===== config.mk =====
export PLATFORM = sky130hd
export DESIGN_NAME = boxcar_decimator
export DESIGN_NICKNAME = d
export VERILOG_FILES = /design/src/rtl/boxcar_decimator.sv
export SDC_FILE = /design/constraint.sdc
export NUM_CORES = 1
export LEC_CHECK = 0
export CORE_MARGIN = 5
export CORE_UTILIZATION = 44
export DETAILED_ROUTE_END_ITERATION = 12
export PLACE_DENSITY = 0.61
export SLEW_MARGIN = 0
export SYNTH_ARGS = -nofsm -noshare
export SYNTH_HDL_FRONTEND = slang
export SYNTH_SLANG_ARGS = --single-unit

===== constraint.sdc =====
create_clock -name aclk -period 4.4 [get_ports aclk]
set_clock_uncertainty 0.05 [all_clocks]
set_input_delay 0.44 -clock aclk [delete_from_list [all_inputs] [get_ports aclk]]
set_output_delay 0.44 -clock aclk [all_outputs]
set_load 0.01 [all_outputs]

===== src/rtl/boxcar_decimator.sv =====
// boxcar_decimator: averages blocks of 2^L valid signed samples and emits one
// mean per block as a single-cycle tvalid pulse on an AXI-Stream master
// (no tready). A change of the clamped window size aborts the current block.
module boxcar_decimator #(
  parameter int AXIS_TDATA_WIDTH = 32,
  parameter int MAX_LOG_COUNT    = 16
) (
  input  logic                        aclk,
  input  logic                        areset,
  input  logic [4:0]                  AV_log_count,
  input  logic [AXIS_TDATA_WIDTH-1:0] S_AXIS_tdata,
  input  logic                        S_AXIS_tvalid,
  output logic [AXIS_TDATA_WIDTH-1:0] M_AXIS_tdata,
  output logic                        M_AXIS_tvalid
);

  // Accumulator has MAX_LOG_COUNT guard bits so a full window of extreme
  // samples cannot overflow; the counter needs one extra bit to reach 2^MAX.
  localparam int         ACC_W = AXIS_TDATA_WIDTH + MAX_LOG_COUNT;
  localparam int         CNT_W = MAX_LOG_COUNT + 1;
  localparam logic [4:0] MAX_L = 5'(MAX_LOG_COUNT);

  typedef enum logic [0:0] {
    IDLE  = 1'b0,
    ACCUM = 1'b1
  } state_t;

  // Window sizes beyond what the accumulator supports fall back to the maximum.
  function automatic logic [4:0] clamp_log(input logic [4:0] l);
    return (l > MAX_L) ? MAX_L : l;
  endfunction

  // Block length 2^l as a counter value.
  function automatic logic [CNT_W-1:0] block_len(input logic [4:0] l);
    return CNT_W'(1) << l;
  endfunction

  // Mean of a completed block: arithmetic shift floors toward minus infinity;
  // the result always fits the sample width, so the upper bits are dropped.
  function automatic logic [AXIS_TDATA_WIDTH-1:0] block_mean(
    input logic signed [ACC_W-1:0] sum,
    input logic        [4:0]       l
  );
    logic signed [ACC_W-1:0] shifted;
    shifted = sum >>> l;
    return shifted[AXIS_TDATA_WIDTH-1:0];
  endfunction

  state_t                        state_q, state_d;
  logic [4:0]                    l_q, l_d;
  logic signed [ACC_W-1:0]       acc_q, acc_d;
  logic [CNT_W-1:0]              cnt_q, cnt_d;
  logic [AXIS_TDATA_WIDTH-1:0]   tdata_q, tdata_d;
  logic                          tvalid_q, tvalid_d;

  logic [4:0]                    l_req;
  logic                          cfg_change;
  logic signed [ACC_W-1:0]       sample_ext;
  logic signed [ACC_W-1:0]       acc_sum;
  logic [CNT_W-1:0]              cnt_inc;

  // Decode the requested window size and form this cycle's running sum.
  always_comb begin
    l_req      = clamp_log(AV_log_count);
    cfg_change = (l_req != l_q);
    sample_ext = {{MAX_LOG_COUNT{S_AXIS_tdata[AXIS_TDATA_WIDTH-1]}}, S_AXIS_tdata};
    acc_sum    = acc_q + sample_ext;
    cnt_inc    = cnt_q + CNT_W'(1);
  end

  // Next-state logic; a config change overrides accumulation and completion.
  always_comb begin
    state_d  = state_q;
    l_d      = l_q;
    acc_d    = acc_q;
    cnt_d    = cnt_q;
    tdata_d  = tdata_q;
    tvalid_d = 1'b0;

    if (cfg_change) begin
      // The sample in this cycle is dropped and the partial window abandoned.
      l_d     = l_req;
      acc_d   = '0;
      cnt_d   = '0;
      state_d = IDLE;
    end else begin
      case (state_q)
        IDLE: begin
          if (S_AXIS_tvalid) begin
            if (l_q == 5'd0) begin
              // A one-sample window completes on its first sample.
              tdata_d  = block_mean(sample_ext, l_q);
              tvalid_d = 1'b1;
              acc_d    = '0;
              cnt_d    = '0;
              state_d  = IDLE;
            end else begin
              acc_d   = sample_ext;
              cnt_d   = CNT_W'(1);
              state_d = ACCUM;
            end
          end
        end
        ACCUM: begin
          if (S_AXIS_tvalid) begin
            if (cnt_inc == block_len(l_q)) begin
              tdata_d  = block_mean(acc_sum, l_q);
              tvalid_d = 1'b1;
              acc_d    = '0;
              cnt_d    = '0;
              state_d  = IDLE;
            end else begin
              acc_d   = acc_sum;
              cnt_d   = cnt_inc;
              state_d = ACCUM;
            end
          end
        end
        default: begin
          acc_d   = '0;
          cnt_d   = '0;
          state_d = IDLE;
        end
      endcase
    end
  end

  // State, datapath and output registers; reset clears everything at once.
  always_ff @(posedge aclk or posedge areset) begin
    if (areset) begin
      state_q  <= IDLE;
      l_q      <= '0;
      acc_q    <= '0;
      cnt_q    <= '0;
      tdata_q  <= '0;
      tvalid_q <= 1'b0;
    end else begin
      state_q  <= state_d;
      l_q      <= l_d;
      acc_q    <= acc_d;
      cnt_q    <= cnt_d;
      tdata_q  <= tdata_d;
      tvalid_q <= tvalid_d;
    end
  end

  assign M_AXIS_tdata  = tdata_q;
  assign M_AXIS_tvalid = tvalid_q;

endmodule


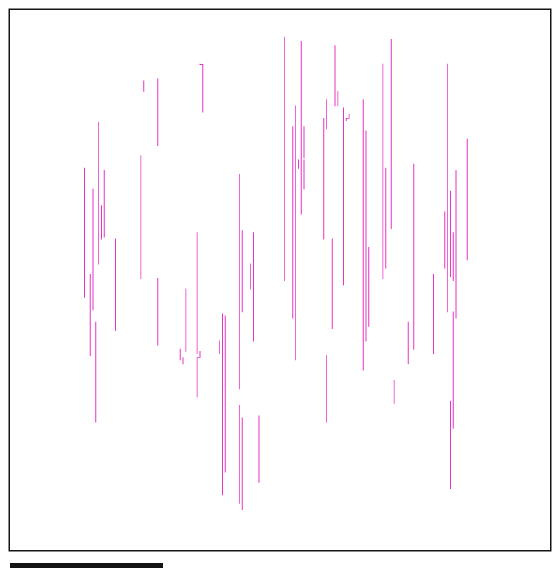
**Above:** run 1 (the metal 4 layer).
The bar under the picture is 50 um long.
wire length on this layer	2010 um
longest straight run	88.4 um
nets with wire on the layer	53
share of all routed wire	3.9%
main direction	vertical
vias: 14100
drt total wl: 51.1 mm

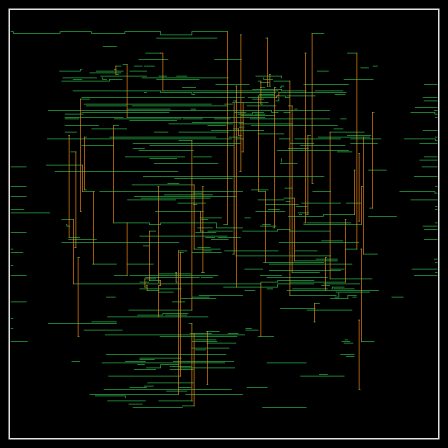
**Above:** run 1 (routed metal, one color a layer).
Only two layers are drawn.
color	layer	wire length
orange	met4	2010 um
green	met3	4890 um
GRT Overall Usage: 32.3%
post-DR wirelength/cell: 23.4 um

==> results_slide.txt, run 1 <==
Run Summary

Pwr
  – Cell Int Power: between 0.0015 and 0.002 W
  – PwrDens: ~220 mW/mm2
  – Switching portion of total power: a little under two fifths
  – P_clk: a little under 0.0009 W
  – Comb pwr: between 0.001 and 0.0015 W
  – Seq pwr share: 33.9%
  – Worst vdd ir: between 150 and 200 uV
  – Total power: about 0.0032 W
  – Highest-power group: combinational logic
  – Seq group: ~0.0011 W

Timing
  – Final Slew Violations: 0
  – Final Hold Viols: 0
  – Setup ws final: ~0.21 ns
  – Setup_tns: 0 ns
  – Hold slack: between 0.4 and 0.5 ns
  – Slew @ Worst Pin: between 0.9 and 1 ns
  – # setup viols final: 0
  – Fin crit share: about 95%
  – RSZ-0062 raised after global routing: false
  – Min cycle time layout: 4.19 ns
  – Max frequency: approximately 0.24 GHz
  – Worst rel slew slack: a little under two fifths

CTS
  – Setup bufs post-CTS: 0
  – Clock slew at reported path FFs: 0.07 ns
  – CTS root buf: clkbuf_16
  – Cts bufs inserted: 9
  – CTS tree: yes
  – Clock sinks: about 100
  – CTS hold repair buffers: 0
  – H-tree depth: 3

Final layout
  – Register with the most flip-flops: acc_q
  – Largest class: combinational gates
  – Mi-comb count: ~1400
  – Seq/total area: roughly 18%
  – Comb area: 0.00899 mm2
  – Register area: between 0.002 and 0.003 mm2
  – Number of diodes: 1
  – Core Util, Final: ~54%
  – Signal inverters: 29
  – Seq cells: 104
  – Layout area overhead: 21.4%
  – Share of cells above drive strength 1: around 18%
  – Clk tree area frac: slightly below 2%
  – Fill cells: 2709
  – Most common logic cells in the final layout: buf_4, nand2_1, nor2_1, a21oi_1, dfrtp_1
  – Buffering overhead: around 16%
  – Design Area, Final: 0.0148 mm2
  – Max reg flops: about 48

Run
  – Tool Warnings: 26

Yosys
  – Post-Syn Area: 0.0122 mm2
  – Simple logic cell fraction of the synthesized area: around a quarter
  – Synthesis Warnings: 0
  – Post-synth seq share: between 20% and 30%
  – Registers, synthesis: 104
  – Post-Syn Nets: about 1700
  – Top area cell types: dfrtp_1, nand2_1, a21oi_1
  – Top post-synthesis cells by count: nand2_1, nor2_1, a21oi_1
  – Post-synthesis cell count: 1624
  – Unique masters post-synth: 106
  – Area share of fa/ha/maj cells after synthesis: slightly above 5%
  – Syn_area_per_cell: 7.51 um2
  – Compound Share, Synth: around 34%
  – Ys async rst share: 100%
  – YS chip area: 0.0122 mm2

Setup path
  – CP Launch Point: S_AXIS_tdata[19]
  – Reg2Reg Depth: 14
  – CP Launch Type: primary input
  – Worst reg-to-reg setup slack: between 0.3 and 0.4 ns
  – Crit path max fanout: 10
  – Critical Path AT: 4.42 ns
  – Crit Path Category: in -> reg

Die
  – Chip area: slightly above 0.03 mm2
  – I/O pin total: 73
  – Die x size: approximately 180 um
  – Number of well taps: 378
  – CORE AREA: around 0.028 mm2
  – Floorplan Utilization: 44.3%
  – Die outline height: 177 um

Outcome
  – Outcome: complete, no violations

Placement
  – Dpl hpwl: approximately 39 mm
  – Post-DP Area: ~0.015 mm2
  – Pre-CTS WS: -0.292 ns

Min path
  – Hold Crit Endpoint: M_AXIS_tdata[11]
  – Min-Delay Path Class: reg -> reg

Global routing
  – Initial antenna violation count: 1
  – Largest net degree at the start of global routing: between 90 and 100
  – Vias in the first global route: between 10000 and 15000

Routing
  – Detail Route Antenna Nets: 0
  – TritonRoute pass-1 iters: 9
  – # DRC: 0
  – Initial drt markers: about 1500
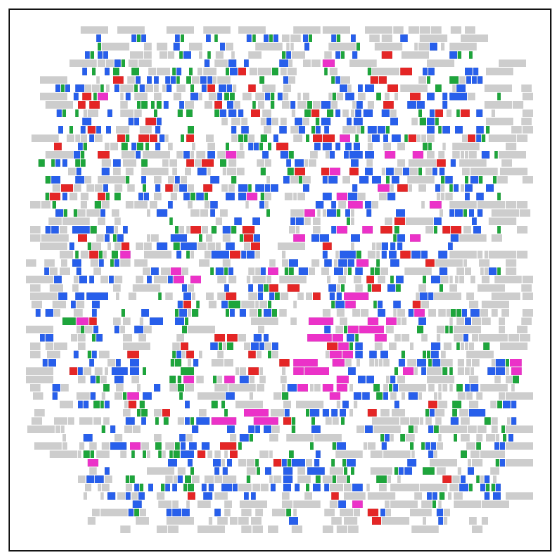
**Above:** run 1 (gate families picked out).
color	family	cells	most used
magenta	multiplexers	59	mux2i_1
red	AND-OR and OR-AND gates	92	a21o_1
green	NAND gates	302	nand2_1
blue	inverting AOI/OAI gates	499	a21oi_1
final std cells w/o fill: 2186
Comb/total area: 60.7%
Top cell excl fill/tap: buf_4

==> run 1: worst max-delay path, cell delays in order <==
cell and delay (ns):
clkdlybuf4s50_1 0.45, ha_1 0.52, nand4_2 0.16, or3_1 0.44, or2_1 0.30, a211oi_4 0.28, buf_4 0.18, o311ai_1 0.15
nor3_2 0.40, a21oi_1 0.09, a221oi_1 0.36, buf_4 0.18, and2_1 0.12, o22ai_1 0.14, o211ai_1 0.21
==> run 1: per-layer routing <==
layer  track usage [%]  up-vias  share of wire (%)
met5                 0        -                  0
met4              12.2        0                3.9
met3              7.22      130                9.6
met2              48.6      700                 43
met1              45.5     6709                 43
li1                  -     6525                  -
==> run 1: repair_timing <==
item	CTS	global route
gates resized	0	3
setup endpoints to repair	0	4
hold endpoints to repair	0	0
**Run 1: sequential cells grouped by signal name**

The bar under the picture is 50 um long.
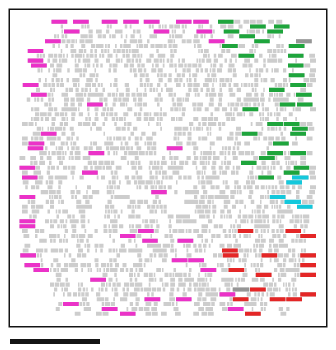

==> run 1 -> run 2 <==
==> constraint.sdc (replaced) <==
create_clock -name aclk -period 4.4 [get_ports aclk]
set_clock_uncertainty 0.05 [all_clocks]
set_input_delay 1.32 -clock aclk [delete_from_list [all_inputs] [get_ports aclk]]
set_output_delay 1.32 -clock aclk [all_outputs]
set_load 0.01 [all_outputs]
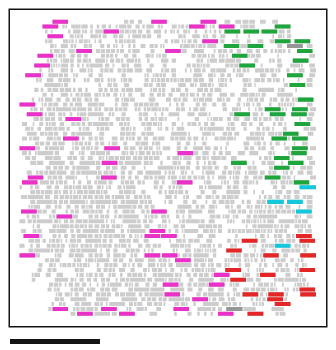
**Above:** run 2 (sequential cells grouped by signal name).
The bar under the picture is 50 um long.
color	name in the netlist	sequential cells
magenta	acc_q	48
cyan	l_q	5
green	M_AXIS_tdata	32
red	cnt_q	17
Core Util, Final: 64.1%
register area: 0.00261 mm2

==> run 2 against run 1 <==
  * Routed wire length increased by 4.9%
  * Final area increased by 19%
  * Sequential share of layout area decreased by 2.8 points
  * Register-to-register slack got worse by 0.05 ns
  * Clock power increased by 7.7%
  * Combinational power increased by 17%
  * Critical path depth increased by 3
  * Area after synthesis unchanged
  * Maximum frequency decreased by 3.5%
  * Die size unchanged
  * Sequential cell count unchanged
  * Sequential power about the same
  * Largest power group unchanged
==> results_slide.txt, run 2 <==
Run Summary

Outcome
  – Outcome: complete, no violations

Timing
  – RSZ-0062 raised after global routing: true
  – Fin crit share: 98.6% (+3.4 points)
  – Setup_tns: 0 ns (unchanged)
  – Final Slew Violations: 0 (unchanged)
  – Worst rel slew slack: 35.0% (-2.0 points)
  – Final Hold Viols: 0 (unchanged)
  – Min cycle time layout: 4.34 ns (+0.151 ns)
  – Slew @ Worst Pin: 0.974 ns (+0.0284 ns)
  – # setup viols final: 0 (unchanged)
  – Max frequency: 0.231 GHz (-3.5%)
  – Setup ws final: 0.0630 ns (-0.151 ns)
  – Hold slack: 0.431 ns (-0.00615 ns)

Pwr
  – Cell Int Power: 0.00217 W (+9.4%)
  – Total power: 0.00348 W (+8.9%)
  – Seq pwr share: 31.3% (-2.6 points)
  – Logic pwr share: between 40% and 50%
  – Worst vdd ir: 186 uV (-0.55%)
  – PwrDens: 197 mW/mm2 (-8.7%)
  – Switching portion of total power: 37.5% (-0.30 points)

Min path
  – Min-Delay Path Class: reg -> reg
  – Hold Crit Endpoint: M_AXIS_tdata[2]

Yosys
  – Syn_area_per_cell: 7.51 um2 (unchanged)
  – Post-Syn Area: 0.0122 mm2 (unchanged)
  – Registers, synthesis: 104 (unchanged)
  – Top logic family: AND-OR/OR-AND gates
  – Top area cell types: dfrtp_1, nand2_1, a21oi_1
  – Unique masters post-synth: 106 (unchanged)
  – Post-Syn Nets: 1713 (unchanged)
  – Top post-synthesis cells by count: nand2_1, nor2_1, a21oi_1
  – Ys async rst share: 100% (unchanged)
  – Ys cells: about 1600
  – Post-synthesis cell count: 1624 (unchanged)
  – Simple logic cell fraction of the synthesized area: 25.2% (unchanged)
  – Area share of fa/ha/maj cells after synthesis: 5.09% (unchanged)
  – Post-synth seq share: 21.3% (unchanged)
  – Compound Share, Synth: 33.8% (unchanged)
  – Synthesis Warnings: 0 (unchanged)
  – YS chip area: 0.0122 mm2 (unchanged)

Die
  – I/O pin total: 73 (unchanged)
  – Chip area: 0.0312 mm2 (unchanged)
  – Floorplan Utilization: 44.3% (unchanged)
  – Die x size: 177 um (unchanged)
  – Die outline height: 177 um (unchanged)
  – CORE AREA: 0.0276 mm2 (unchanged)

Setup path
  – Critical path required time: 4.63 ns
  – Crit path max fanout: 5 (-5)
  – Worst reg-to-reg setup slack: 0.31 ns (-0.05 ns)
  – CP Launch Type: primary input
  – Crit path to: M_AXIS_tdata[23]
  – Crit Path Category: in -> reg
  – Worst path max stage delay: 0.42 ns (-0.10 ns)
  – Delay-heaviest family, CP: AND-OR/OR-AND gates
  – Critical Path AT: 4.57 ns (+0.15 ns)
  – Reg2Reg Depth: 12 (-2)
  – Slowest CP cell: o211ai_1
  – CP Launch Point: S_AXIS_tdata[14]
  – Most Frequent Cell on Critical Path: buf_4
  – Crit-path cells: clkdlybuf4s15_1 -> ha_4 -> buf_4 -> buf_4 -> and3_1 -> nand2_2 -> nor2_1 -> buf_4 -> o211ai_1 -> buf_4 -> a21oi_1 -> or3_1 -> and2_4 -> o211ai_1 -> buf_4 -> nor2_1 -> o32a_1 -> o21a_1
  – Buf/Inv on CP: 6 (+3)
  – Crit. path cell count: 18 (+3)

Final layout
  – Share of cells above drive strength 1: 35.0% (+17 points)
  – Fill cells: 2480 (-8.5%)
  – Max reg flops: 48 (unchanged)
  – Register with the most flip-flops: acc_q
  – Number of diodes: 0 (-1)
  – Most common logic cells in the final layout: buf_4, nand2_1, nor2_1, dfrtp_1, a21oi_1
  – Final net count: between 2000 and 2500
  – Layout area overhead: 44.8%
  – Top cell excl fill/tap: buf_4
  – Design Area, Final: 0.0177 mm2 (+19%)
  – Final std cells w/o fill: 2411 (+10%)

Routing
  – Detail Route Antenna Nets: 0 (unchanged)
  – DRT met1 WL: 23.1 mm (+4.4%)
  – Initial drt markers: 1493 (+1.3%)
  – Wire length on met2: 24.0 mm (+8.9%)
  – # DRC: 0 (unchanged)
  – Metal3 WL: 4.69 mm (-4.1%)
  – TritonRoute pass-1 iters: 6 (-3)
  – Top sig layer: met4

CTS
  – CTS root buf: clkbuf_16
  – H-tree depth: 3 (unchanged)
  – Cts bufs inserted: 9 (unchanged)
  – Setup bufs post-CTS: 23 (+23)
  – Resized cells post-CTS: 172 (+172)
  – Clock slew at reported path FFs: 0.09 ns (+0.02 ns)
  – CTS tree: yes
  – Clock sinks: 104 (unchanged)
  – CTS hold repair buffers: 0 (unchanged)

Placement
  – Post-DP Area: 0.0159 mm2 (+9.9%)
  – Pre-CTS WS: -1.17 ns (-0.876 ns)
  – Dpl hpwl: 40.5 mm (+3.2%)

Global routing
  – Initial antenna violation count: 0 (-1)
  – Global-route wire length before repair: between 80 and 90 mm
  – Met3 Track Usage GR: 4.67% (-2.5 points)
  – Largest net degree at the start of global routing: 96 (unchanged)
  – Met1 usage: 47.3% (+1.8 points)
  – M2 GR Usage: 52.7% (+4.1 points)
  – GR peak layer: met2
  – Vias in the first global route: 14600 (+8.9%)

Run
  – Tool Warnings: 27 (+3.8%)
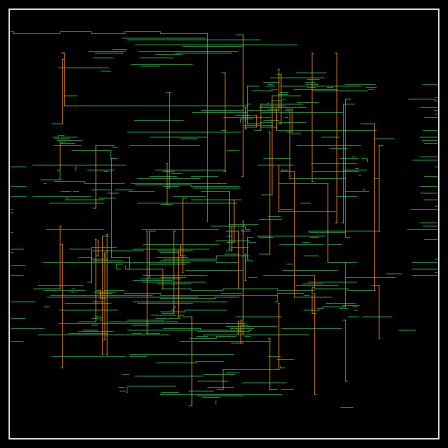
**Above:** run 2 (routed metal, one color a layer).
Only two layers are drawn.
color	layer	wire length
green	met3	4690 um
orange	met4	1820 um
drt total wl: 53.7 mm
vias: 15200
GRT Overall Usage: 33.5%
post-DR wirelength/cell: 22.3 um

## run 2: power groups by stage
stage	Sequential, W	Combinational (W)	Clock (W)
final	0.00109	0.00145	0.000940
after global routing	0.00110	0.00154	0.000977
after CTS	0.00109	0.00138	0.000942
after detailed placement	0.00110	0.00130	0
after global placement	0.00110	0.00129	0
after floorplan	0.00112	0.000629	0
## run 2: layout make-up
type | instances | area [um2] | share of cell area, %
Tap cell | 378 | 473 | 2.68
Timing Repair Buffer | 510 | 4030 | 22.8
Sequential cell | 104 | 2610 | 14.7
Inverter | 29 | 111 | 0.630
Clock inverter | 7 | 91.3 | 0.517
Clock buffer | 9 | 225 | 1.27
Multi-Input combinational cell | 1374 | 10100 | 57.4
**Run 2: gate families picked out**

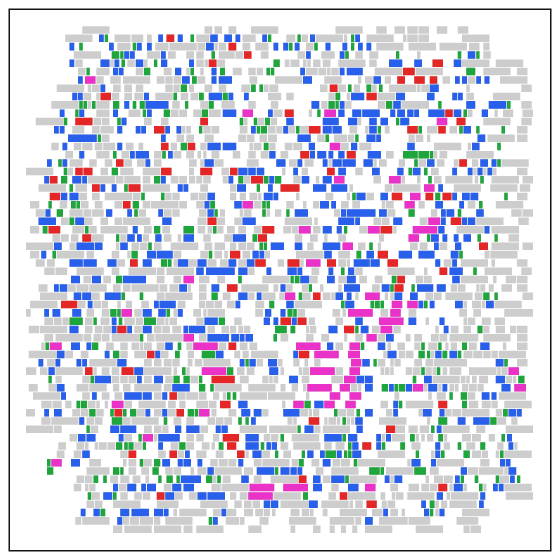

==> run 2 -> run 3 <==
Settings changed: HOLD_SLACK_MARGIN set to 0.06, PLACE_DENSITY 0.61 to 0.63.
Clock period 4.4 ns to 3.9 ns, I/O delays scaled along.
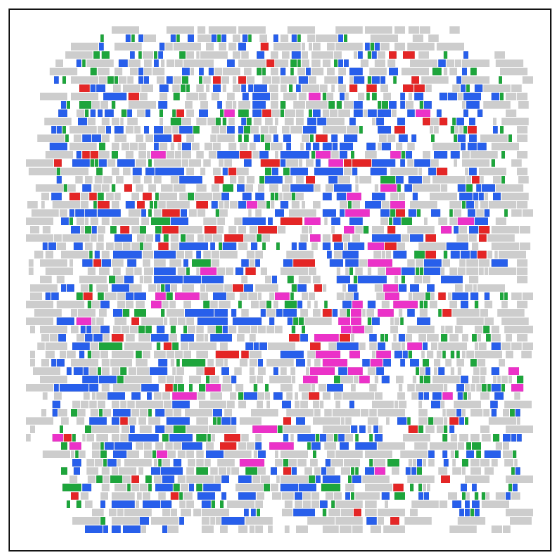
**Above:** run 3 (gate families picked out).
color	family	cells	most used
magenta	multiplexers	59	mux2i_1
green	NAND gates	302	nand2_1
red	AND-OR and OR-AND gates	92	a21o_1
blue	inverting AOI/OAI gates	499	a21oi_1
final std cells w/o fill: 2479
Comb/total area: 58.4%

==> run 3 against run 2 <==
  * Count of clock-buffer cells in the layout increased by 1
  * Non-clock buffer count increased by 68
  * Highest routed layer unchanged
  * Critical endpoint is now M_AXIS_tdata[0]
  * Largest cell class unchanged
  * Hold slack improved by 0.011 ns
  * Area after synthesis unchanged
  * Critical path type unchanged
  * The run now ends with negative setup slack left
  * Final area increased by 13%
  * Critical path depth decreased by 1
==> results_slide.txt, run 3 <==
Run Summary

Outcome
  – Outcome: finished, violations left
  – Failing checks: negative setup slack

Setup path
  – Worst path max stage delay: 0.33 ns (-0.09 ns)
  – Crit path to: M_AXIS_tdata[0]
  – Reg2Reg Depth: 14 (+2)
  – Critical Path AT: 4.36 ns (-0.21 ns)
  – CP Launch Type: primary input
  – Buf/Inv on CP: 5 (-1)
  – Delay-heaviest family, CP: AND-OR/OR-AND gates
  – Worst reg-to-reg setup slack: 0.02 ns (-0.29 ns)
  – Crit-path cells: buf_8 -> ha_4 -> buf_6 -> nand3_4 -> buf_6 -> a211oi_4 -> nor2_2 -> o31ai_4 -> buf_6 -> mux2i_4 -> nand2_2 -> o221a_4 -> a221oi_2 -> buf_4 -> o22ai_4 -> a211oi_2 -> o31ai_1
  – Most Frequent Cell on Critical Path: buf_6
  – CP Launch Point: S_AXIS_tdata[3]
  – Critical path required time: 4.10 ns (-0.53 ns)

Global routing
  – Global-route wire length before repair: 87.6 mm (+6.3%)
  – Met3 Track Usage GR: 5.91% (+1.2 points)
  – Met1 usage: 48.9% (+1.6 points)
  – Initial antenna violation count: 0 (unchanged)
  – GRT Overall Usage: 35.5% (+2.0 points)

Timing
  – Slew @ Worst Pin: 0.727 ns (-0.247 ns)
  – # setup viols final: 32 (+32)
  – Min cycle time layout: about 4.2 ns
  – Setup ws final: -0.261 ns (-0.324 ns)
  – Max frequency: 0.240 GHz

Die
  – Number of well taps: 378 (unchanged)
  – Die outline height: 177 um (unchanged)
  – Floorplan Utilization: 44.3% (unchanged)
  – I/O pin total: 73 (unchanged)

Placement
  – Dpl hpwl: 41.2 mm (+1.9%)

Yosys
  – YS chip area: 0.0122 mm2 (unchanged)
  – Synthesis Warnings: 0 (unchanged)
  – Top logic family: AND-OR/OR-AND gates
  – Compound Share, Synth: 33.8% (unchanged)
  – Post-Syn Nets: 1713 (unchanged)
  – Syn_area_per_cell: 7.51 um2 (unchanged)
  – Simple logic cell fraction of the synthesized area: 25.2% (unchanged)
  – Top post-synthesis cells by count: nand2_1, nor2_1, a21oi_1
  – Post-synthesis cell count: 1624 (unchanged)
  – Area share of fa/ha/maj cells after synthesis: 5.09% (unchanged)
  – Top area cell types: dfrtp_1, nand2_1, a21oi_1

Routing
  – Detail Route Antenna Nets: 0 (unchanged)
  – DRT met1 WL: 24.5 mm (+5.7%)
  – Top sig layer: met4
  – Initial drt markers: 1895 (+27%)
  – # DRC: 0 (unchanged)
  – Post-DR wirelength/cell: 23.3 um (+4.5%)
  – Metal3 WL: 4.78 mm (+1.7%)
  – TritonRoute pass-1 iters: 6 (unchanged)

Final layout
  – Fill cells: 2087 (-16%)
  – Buffering overhead: 24.0% (+1.3 points)
  – Buffers excl. clock: 578 (+13%)
  – Signal inverters: 29 (unchanged)
  – Seq cells: 104 (unchanged)
  – Seq/total area: 13.1% (-1.6 points)
  – Top cell excl fill/tap: buf_4
  – Register with the most flip-flops: acc_q
  – Number of diodes: 0 (unchanged)
  – Clk tree area frac: 1.55% (-0.24 points)
  – Core Util, Final: 72.2% (+8.1 points)
  – Comb area: 0.0116 mm2 (+15%)
  – Final net count: 2185 (+3.2%)
  – Largest class: combinational gates
  – Max reg flops: 48 (unchanged)
  – Layout area overhead: 63.1%

CTS
  – CTS hold repair buffers: 0 (unchanged)
  – Clock slew at reported path FFs: 0.07 ns (-0.02 ns)
  – Clock sinks: 104 (unchanged)
  – CTS root buf: clkbuf_16
  – Setup bufs post-CTS: 64 (+180%)

Pwr
  – Total power: 0.00417 W (+20%)
  – Worst vdd ir: 214 uV (+15%)

Min path
  – Hold Crit Endpoint: M_AXIS_tdata[2]

Run
  – Tool Warnings: 31 (+15%)
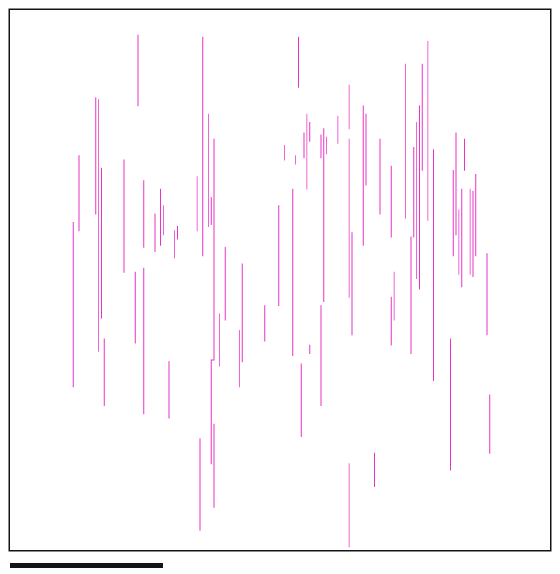
**Above:** run 3 (the metal 4 layer).
The bar under the picture is 50 um long.
share of all routed wire	3.7%
nets with wire on the layer	64
main direction	vertical
wire length on this layer	2160 um
longest straight run	82.3 um
drt total wl: 57.7 mm
vias: 15800

[run 3: cell counts after synthesis]
Identical to the previous run, type by type.
[run 3: report_power, final]
part           switching [W]  internal (W)  leakage [nW]
Clock               0.000514      0.000509         0.142
Sequential         0.0000633       0.00116          1.42
Combinational       0.000991      0.000926          6.62
Total                0.00157       0.00260          8.18
[run 3: through the flow]
stage	setup slack, ns	cell area [um2]	hold WS [ns]	setup TNS [ns]
6_report	-0.261	19900	0.442	-4.95
5_1_grt	-0.283	19900	0.474	-6.23
4_1_cts	-0.158	19100	0.441	-1.95
3_5_place_dp	-1.09	16500	0.424	-39.45
3_3_place_gp	-1.16	16500	0.421	-37.17
2_1_floorplan	-0.126	12700	0.400	-0.388

==> notes/layouts.md <==
Pictures saved along the way, in no particular order.

Congestion heat map.
(a)
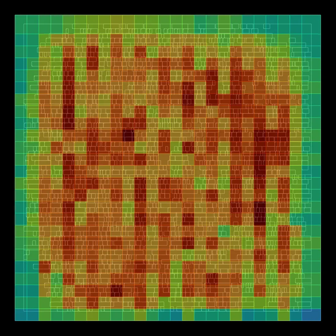
(b)
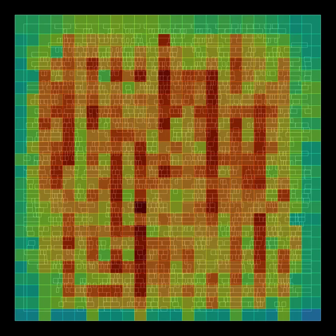
- highest utilization: (a)
- run 1 = (b)
- run 3 = (a)

Power and IR drop assume default switching activity.
